<file path="src/rtl/serial_arith_pkg.sv">
// Shared definitions for the bit-serial subtractor.
//   - FSM state encoding (2-bit, legacy-compatible constants)
//   - Default operand width
package serial_arith_pkg;

  localparam int DEFAULT_WIDTH = 8;

  localparam logic [1:0] ST_IDLE  = 2'b00;
  localparam logic [1:0] ST_SHIFT = 2'b01;
  localparam logic [1:0] ST_DONE  = 2'b10;

endpackage

</file>
<file path="src/rtl/serial_subtractor_fs.sv">
// One-bit full subtractor, purely combinational.
// Ports:
//   x    in   minuend bit
//   y    in   subtrahend bit
//   bin  in   borrow in from the less significant bit
//   d    out  difference bit
//   bout out  borrow out to the next bit
module full_subtractor (
  input  logic x,
  input  logic y,
  input  logic bin,
  output logic d,
  output logic bout
);

  assign d    = x ^ y ^ bin;
  // Borrow when y exceeds x, or when x==y and a borrow is already pending.
  assign bout = (~x & y) | (~(x ^ y) & bin);

endmodule

</file>
<file path="src/rtl/serial_subtractor.sv">
// Bit-serial unsigned subtractor: diff = a - b (mod 2^WIDTH), LSB first,
// one bit per clock using a single full_subtractor cell.
// Ports:
//   clk        in   clock, rising edge
//   rst        in   synchronous active-high reset
//   start      in   begin an operation (only honoured while idle)
//   a, b       in   operands, captured when start is accepted
//   diff       out  registered result, held until the next completion
//   borrow_out out  registered final borrow (1 iff a < b)
//   busy       out  operation in progress (SHIFT or DONE)
//   done       out  one-cycle pulse when diff/borrow_out are updated
module serial_subtractor
  import serial_arith_pkg::*;
#(
  parameter int WIDTH = DEFAULT_WIDTH
) (
  input  logic             clk,
  input  logic             rst,
  input  logic             start,
  input  logic [WIDTH-1:0] a,
  input  logic [WIDTH-1:0] b,
  output logic [WIDTH-1:0] diff,
  output logic             borrow_out,
  output logic             busy,
  output logic             done
);

  localparam int CNT_W = $clog2(WIDTH) + 1;
  localparam logic [CNT_W-1:0] CNT_LAST = CNT_W'(WIDTH - 1);

  logic [1:0]       state_q, state_d;
  logic [WIDTH-1:0] a_q, a_d;
  logic [WIDTH-1:0] b_q, b_d;
  // Holds the WIDTH-1 bits produced so far; the last bit comes straight
  // from the cell on the final cycle, so one bit of storage is saved.
  logic [WIDTH-2:0] res_q, res_d;
  logic             bor_q, bor_d;
  logic [CNT_W-1:0] cnt_q, cnt_d;
  logic [WIDTH-1:0] diff_q, diff_d;
  logic             borrow_out_q, borrow_out_d;

  logic             fs_d, fs_bout;
  logic [WIDTH-1:0] res_full;

  full_subtractor u_fs (
    .x    (a_q[0]),
    .y    (b_q[0]),
    .bin  (bor_q),
    .d    (fs_d),
    .bout (fs_bout)
  );

  assign res_full = {fs_d, res_q};

  always_comb begin
    state_d      = state_q;
    a_d          = a_q;
    b_d          = b_q;
    res_d        = res_q;
    bor_d        = bor_q;
    cnt_d        = cnt_q;
    diff_d       = diff_q;
    borrow_out_d = borrow_out_q;
    case (state_q)
      ST_IDLE: begin
        if (start) begin
          state_d = ST_SHIFT;
          a_d     = a;
          b_d     = b;
          bor_d   = 1'b0;
          cnt_d   = '0;
        end
      end
      ST_SHIFT: begin
        a_d   = a_q >> 1;
        b_d   = b_q >> 1;
        bor_d = fs_bout;
        res_d = res_full[WIDTH-1:1];
        cnt_d = cnt_q + 1'b1;
        if (cnt_q == CNT_LAST) begin
          state_d      = ST_DONE;
          diff_d       = res_full;
          borrow_out_d = fs_bout;
        end
      end
      ST_DONE: begin
        state_d = ST_IDLE;
      end
      default: begin
        state_d = ST_IDLE;
      end
    endcase
  end

  always_ff @(posedge clk) begin
    if (rst) begin
      state_q      <= ST_IDLE;
      bor_q        <= 1'b0;
      cnt_q        <= '0;
      diff_q       <= '0;
      borrow_out_q <= 1'b0;
    end else begin
      state_q      <= state_d;
      bor_q        <= bor_d;
      cnt_q        <= cnt_d;
      diff_q       <= diff_d;
      borrow_out_q <= borrow_out_d;
    end
  end

  // Operand/result shift registers carry no control meaning; no reset.
  always_ff @(posedge clk) begin
    a_q   <= a_d;
    b_q   <= b_d;
    res_q <= res_d;
  end

  assign diff       = diff_q;
  assign borrow_out = borrow_out_q;
  assign busy       = (state_q != ST_IDLE);
  assign done       = (state_q == ST_DONE);

endmodule

</file>
<file path="config.mk">
export PLATFORM = sky130hd
export DESIGN_NAME = serial_subtractor
export DESIGN_NICKNAME = d
export VERILOG_FILES = /design/src/rtl/serial_arith_pkg.sv /design/src/rtl/serial_subtractor_fs.sv /design/src/rtl/serial_subtractor.sv
export SDC_FILE = /design/constraint.sdc
export NUM_CORES = 1
export LEC_CHECK = 0
export ABC_AREA = 1
export CAP_MARGIN = 20
export CORE_UTILIZATION = 45
export DETAILED_ROUTE_END_ITERATION = 8
export PLACE_DENSITY = 0.81
export SETUP_SLACK_MARGIN = 0.1
export SYNTH_ARGS = -nofsm -noshare
export SYNTH_HDL_FRONTEND = slang
export SYNTH_HIERARCHICAL = 1
export SYNTH_SLANG_ARGS = --single-unit
</file>
<file path="constraint.sdc">
create_clock -name clk -period 3.4 [get_ports clk]
set_clock_uncertainty 0.1 [all_clocks]
set_input_delay 0.85 -clock clk [delete_from_list [all_inputs] [get_ports clk]]
set_output_delay 0.85 -clock clk [all_outputs]
set_load 0.01 [all_outputs]
</file>
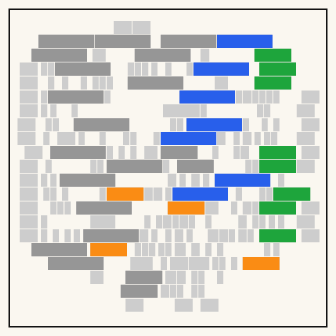
**Above:** register map, names as in the netlist.
Other sequential cells in the stronger grey, the rest of the logic in the fainter grey.
[cnt_q] orange | placed flops: 4
[diff] green | placed flops: 8
[res_q] blue | placed flops: 7
not coloured: 20

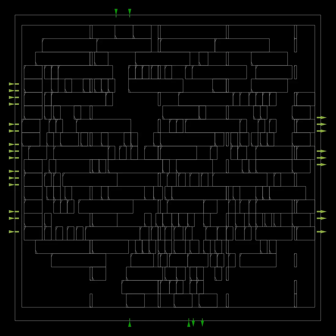
**Above:** cell outlines without signal wires.
tapcells inserted: 46
layout sequential cell count: 39
core region area: 3390 sq um

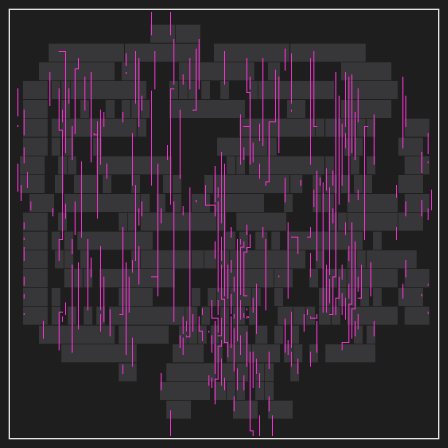
**Above:** metal 2.
Cells faint in the background.
main direction: vertical
wire length on this layer: 1200 um
longest straight run: 29.6 um

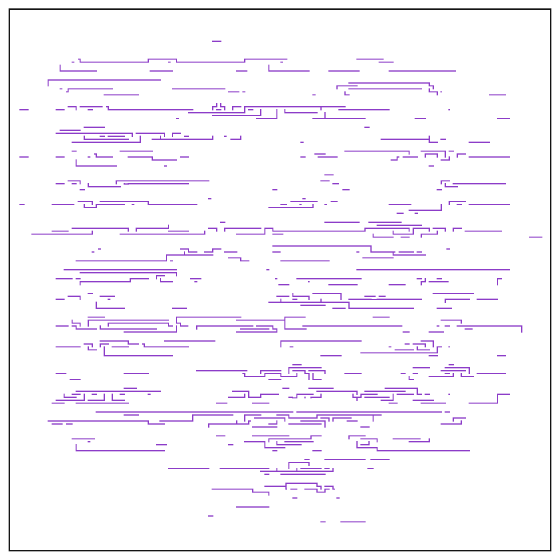
**Above:** signal wires on met1.
wire length on this layer: 1220 um
nets with wire on the layer: 206
share of all routed wire: 47%
longest straight run: 22.5 um
main direction: horizontal

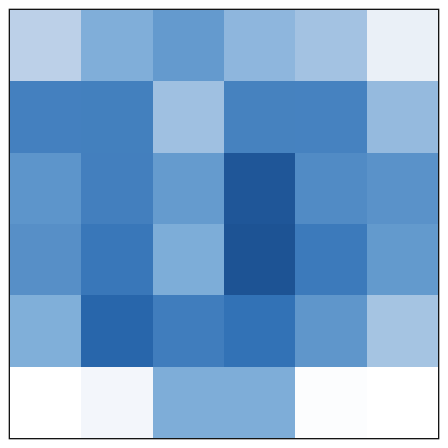
**Above:** placement density heat map.
6 x 6 tiles, from white (low) to dark blue (high), 0 to 100% covered.
mean over tiles: 51%
emptiest ninth of the die: lower right
tiles over 75% full: 8.3%
nearly empty tiles: 8.3%
fullest tile: 86%

## worst register-to-register path: cells and delay by family (launching register included)
family / cells / cell delay [ns]
AND/OR/NAND/NOR: 4 / 1.00
buffers and inverters: 1 / 0.06
flip-flops: 1 / 0.42
## path summary, 6_finish.rpt
path / startpoint / end / slack (ns) / cells after the start
setup / recovery: state_q[1] / done / 0.99 / 3
hold / removal: res_q[1] / res_q[0] / 0.36 / 0
hold reg to reg: res_q[1] / res_q[0] / 0.36 / 0
setup reg to reg: state_q[0] / borrow_out / 1.72 / 5
## metal layers
layer | up-vias | part of all wire [%]
met5 | - | 0
met3 | 8 | 3.9
met1 | 493 | 47
met4 | 0 | 3.1
met2 | 41 | 46
li1 | 627 | -
==> out/summary.log <==
[outcome] result of the run completed
[yosys] top_reg_cell synth sky130_fd_sc_hd__edfxtp_1
[yosys] leading area contributor after synthesis sky130_fd_sc_hd__edfxtp_1
[detailed_routing] aggregate routed wire length 2600 um
[final_timing] post-route minimum period 2.41 ns
[grt] Total Routing Usage GR 16.3%
[detailed_routing] DR DRC count 0
[cells_and_area] Antenna Cells 0
[place] count of buffers inserted at the top-level ports 29
[cells_and_area] multi-input gate share of total cell area 24.9%
[yosys] number of instances in the synthesized netlist 180
[cells_and_area] fraction of final layout cells sized beyond drive strength 1 5.19%
[pwr] fraction of power consumed by sequential logic 62.8%
[cells_and_area] relative area of clock buffers and inverters in the final design 2.95%
[pwr] switching power summed over all nets 203 uW
[setup_path] CP required 2.45 ns
[yosys] mux share of post-synthesis cell area 0%
[cells_and_area] final design instance area without fill 1990 sq um
[yosys] comb area leader simple AND/OR/NAND/NOR gates
[clock_network] number of clock sinks 39
[grt] met1 layer usage reported by global route 19.9%
[setup_path] CP Launch Type register
[cells_and_area] Seq/total area 50.7%
[grt] Global Route met2 Usage 26.0%
[yosys] synthesized area 1620 sq um
[clock_network] Longest Clk Path Bufs 2
[place] cell count after placement 250
[yosys] Post-synth seq share 62.6%
[pwr] total power per unit cell area 441 nW/um^2
[detailed_routing] 1st-iter DRT viols 42
[flow_run] total number of warnings across the stage logs 26
[cells_and_area] Non-Clock Inverter Count 21
[yosys] Post-Synthesis Mean Instance Area 8.97 sq um
[floorplanning] width of the die 61.9 um
[clock_network] buffer cell driving the clock tree root sky130_fd_sc_hd__clkbuf_4
[clock_network] number of gates given a new drive strength after cts 0
[pwr] combinational cell fraction of total power 9.9%
[yosys] flop and latch count out of synthesis 39
[flow_run] max cap viols 0
[cells_and_area] P&R area growth vs syn 23.4%
[final_timing] final max-slew violation count 0
[pwr] top power group sequential cells
[grt] most heavily used metal layer in global routing met2
[cells_and_area] number of logic gates 115
[yosys] most common cell in the netlist sky130_fd_sc_hd__nand2_1
[floorplanning] fp util 47.7%
[yosys] cell types with the largest area share after synthesis sky130_fd_sc_hd__edfxtp_1, sky130_fd_sc_hd__dfxtp_1, sky130_fd_sc_hd__nand2_1
[clock_network] number of buffers created by CTS 5
[grt] wire length of the first global-routing pass 4310 um
[pwr] leakage power summed over all cells 0.839 nW
[clock_network] TritonCTS clock tree yes
[detailed_routing] first-pass iteration count of the detailed router 5
[cells_and_area] final core occ 58.8%
[yosys] basic-gate share of the synthesized area counting and, or, nand and nor cells 26.3%
[clock_network] clock transition at the register clock pins on the worst setup and hold paths after CTS 0.10 ns
[grt] largest net degree at the start of global routing 40
[setup_path] cell class contributing the biggest share of worst-path delay buffers and inverters
[clock_network] Clk Latency, worst-skew pair 0.35 ns
[final_timing] tightest hold margin 0.365 ns
[final_timing] Post-Route Setup TNS 0 ns
[yosys] Async S/R FF share, synth 0%
[place] Placer Congestion 0.828
[floorplanning] Die Size 3830 sq um
[final_timing] unrepaired setup endpoints after global routing no
[cells_and_area] combined area of the multi-input logic cells 497 sq um
[yosys] arithmetic-cell share of the synthesized area counting full adders, half adders and majority gates 2.01%
[hold_path] worst hold path class register to register
[clock_network] post-CTS repair timing setup buffer count 0
[cells_and_area] nets@finish 232
[final_timing] Setup violations, final 0
[pwr] highest ir drop seen on vdd 284 uV
[cells_and_area] non-clock buffer instance count of the final layout 29
[pwr] switching fraction of total power 23.1%
[setup_path] data arrival time of the critical path 1.46 ns
[place] post-place setup slack 0.876 ns
[pwr] share of total power in the clock network 27.3%
[final_timing] Slew @ Worst Pin 0.826 ns
[place] Placed Instance Area 1930 sq um
[grt] antenna violations before repair 0
[final_timing] Final Hold Violation Tally 0
[yosys] Area leader share 42.8%
[clock_network] number of levels in the clock H-tree 2
[final_timing] relative slew slack 44.8%
[cells_and_area] clock buf count 7
[yosys] distinct cell type count of the synthesized netlist 18
[detailed_routing] number of routed nets with antenna violations 0
[setup_path] slowest CP cell sky130_fd_sc_hd__clkdlybuf4s50_1
[final_timing] fin crit share 70.9%
[yosys] yosys-reported design area after synthesis 1620 sq um
[grt] met3 GRT Util 3.73%
[yosys] yosys cell count 180
[detailed_routing] post-detailed-route wirelength per cell 10.1 um
[yosys] Floorplan Nets 201
[pwr] final total power 880 uW
[final_timing] Fmax 415 MHz
[yosys] warning count from the yosys run 6
[place] dpl hpwl 1800 um
[pwr] flip-flop and latch power 552 uW
[yosys] xor+xnor area frac 0%
[setup_path] type of the worst setup path register to primary output
[setup_path] slowest cell delay on critical path 0.53 ns
[pwr] Combinational Power 87.2 uW
[detailed_routing] Vias 1169
[setup_path] worst path bufs/invs 2
[cells_and_area] number of fill cells in the layout 316
[grt] global-route congestion overflow total 0
[clock_network] hold bufs inserted after CTS 0
[setup_path] crit path cell chain inv_1, nor2_1, clkdlybuf4s50_1
[yosys] top cell types by occurrence after synthesis sky130_fd_sc_hd__nand2_1, sky130_fd_sc_hd__edfxtp_1, sky130_fd_sc_hd__nor2_1
[floorplanning] boundary pin count 30
[setup_path] critical path peak fanout 3
[cells_and_area] most frequent standard cell in the layout excluding fill and tap cells sky130_fd_sc_hd__nand2_1
[cells_and_area] dominant kind of cell by area registers
[floorplanning] Die Span Y 61.9 um
[yosys] number of synthesized flops with an enable pin 23
[cells_and_area] Sequential cell area 1010 sq um
[pwr] Clock Power 240 uW
[floorplanning] Std-Cell Rows 21
[cells_and_area] relative area of non-clock buffer cells in the final design 14.6%
[cells_and_area] final std cells w/o fill 258
[setup_path] type of element capturing the critical path primary output
[grt] vias in the first global route 1019
[final_timing] setup ws final 0.989 ns
[yosys] share of synthesized cell area in and-or and or-and compound cells 2.48%
[pwr] Power Internal 676 uW
[detailed_routing] routed vias/inst 4.53
[cells_and_area] most frequent logic cells in the routed design sky130_fd_sc_hd__nand2_1, sky130_fd_sc_hd__clkdlybuf4s50_1, sky130_fd_sc_hd__nor2_1, sky130_fd_sc_hd__edfxtp_1, sky130_fd_sc_hd__inv_1
Power and IR drop assume default switching activity.
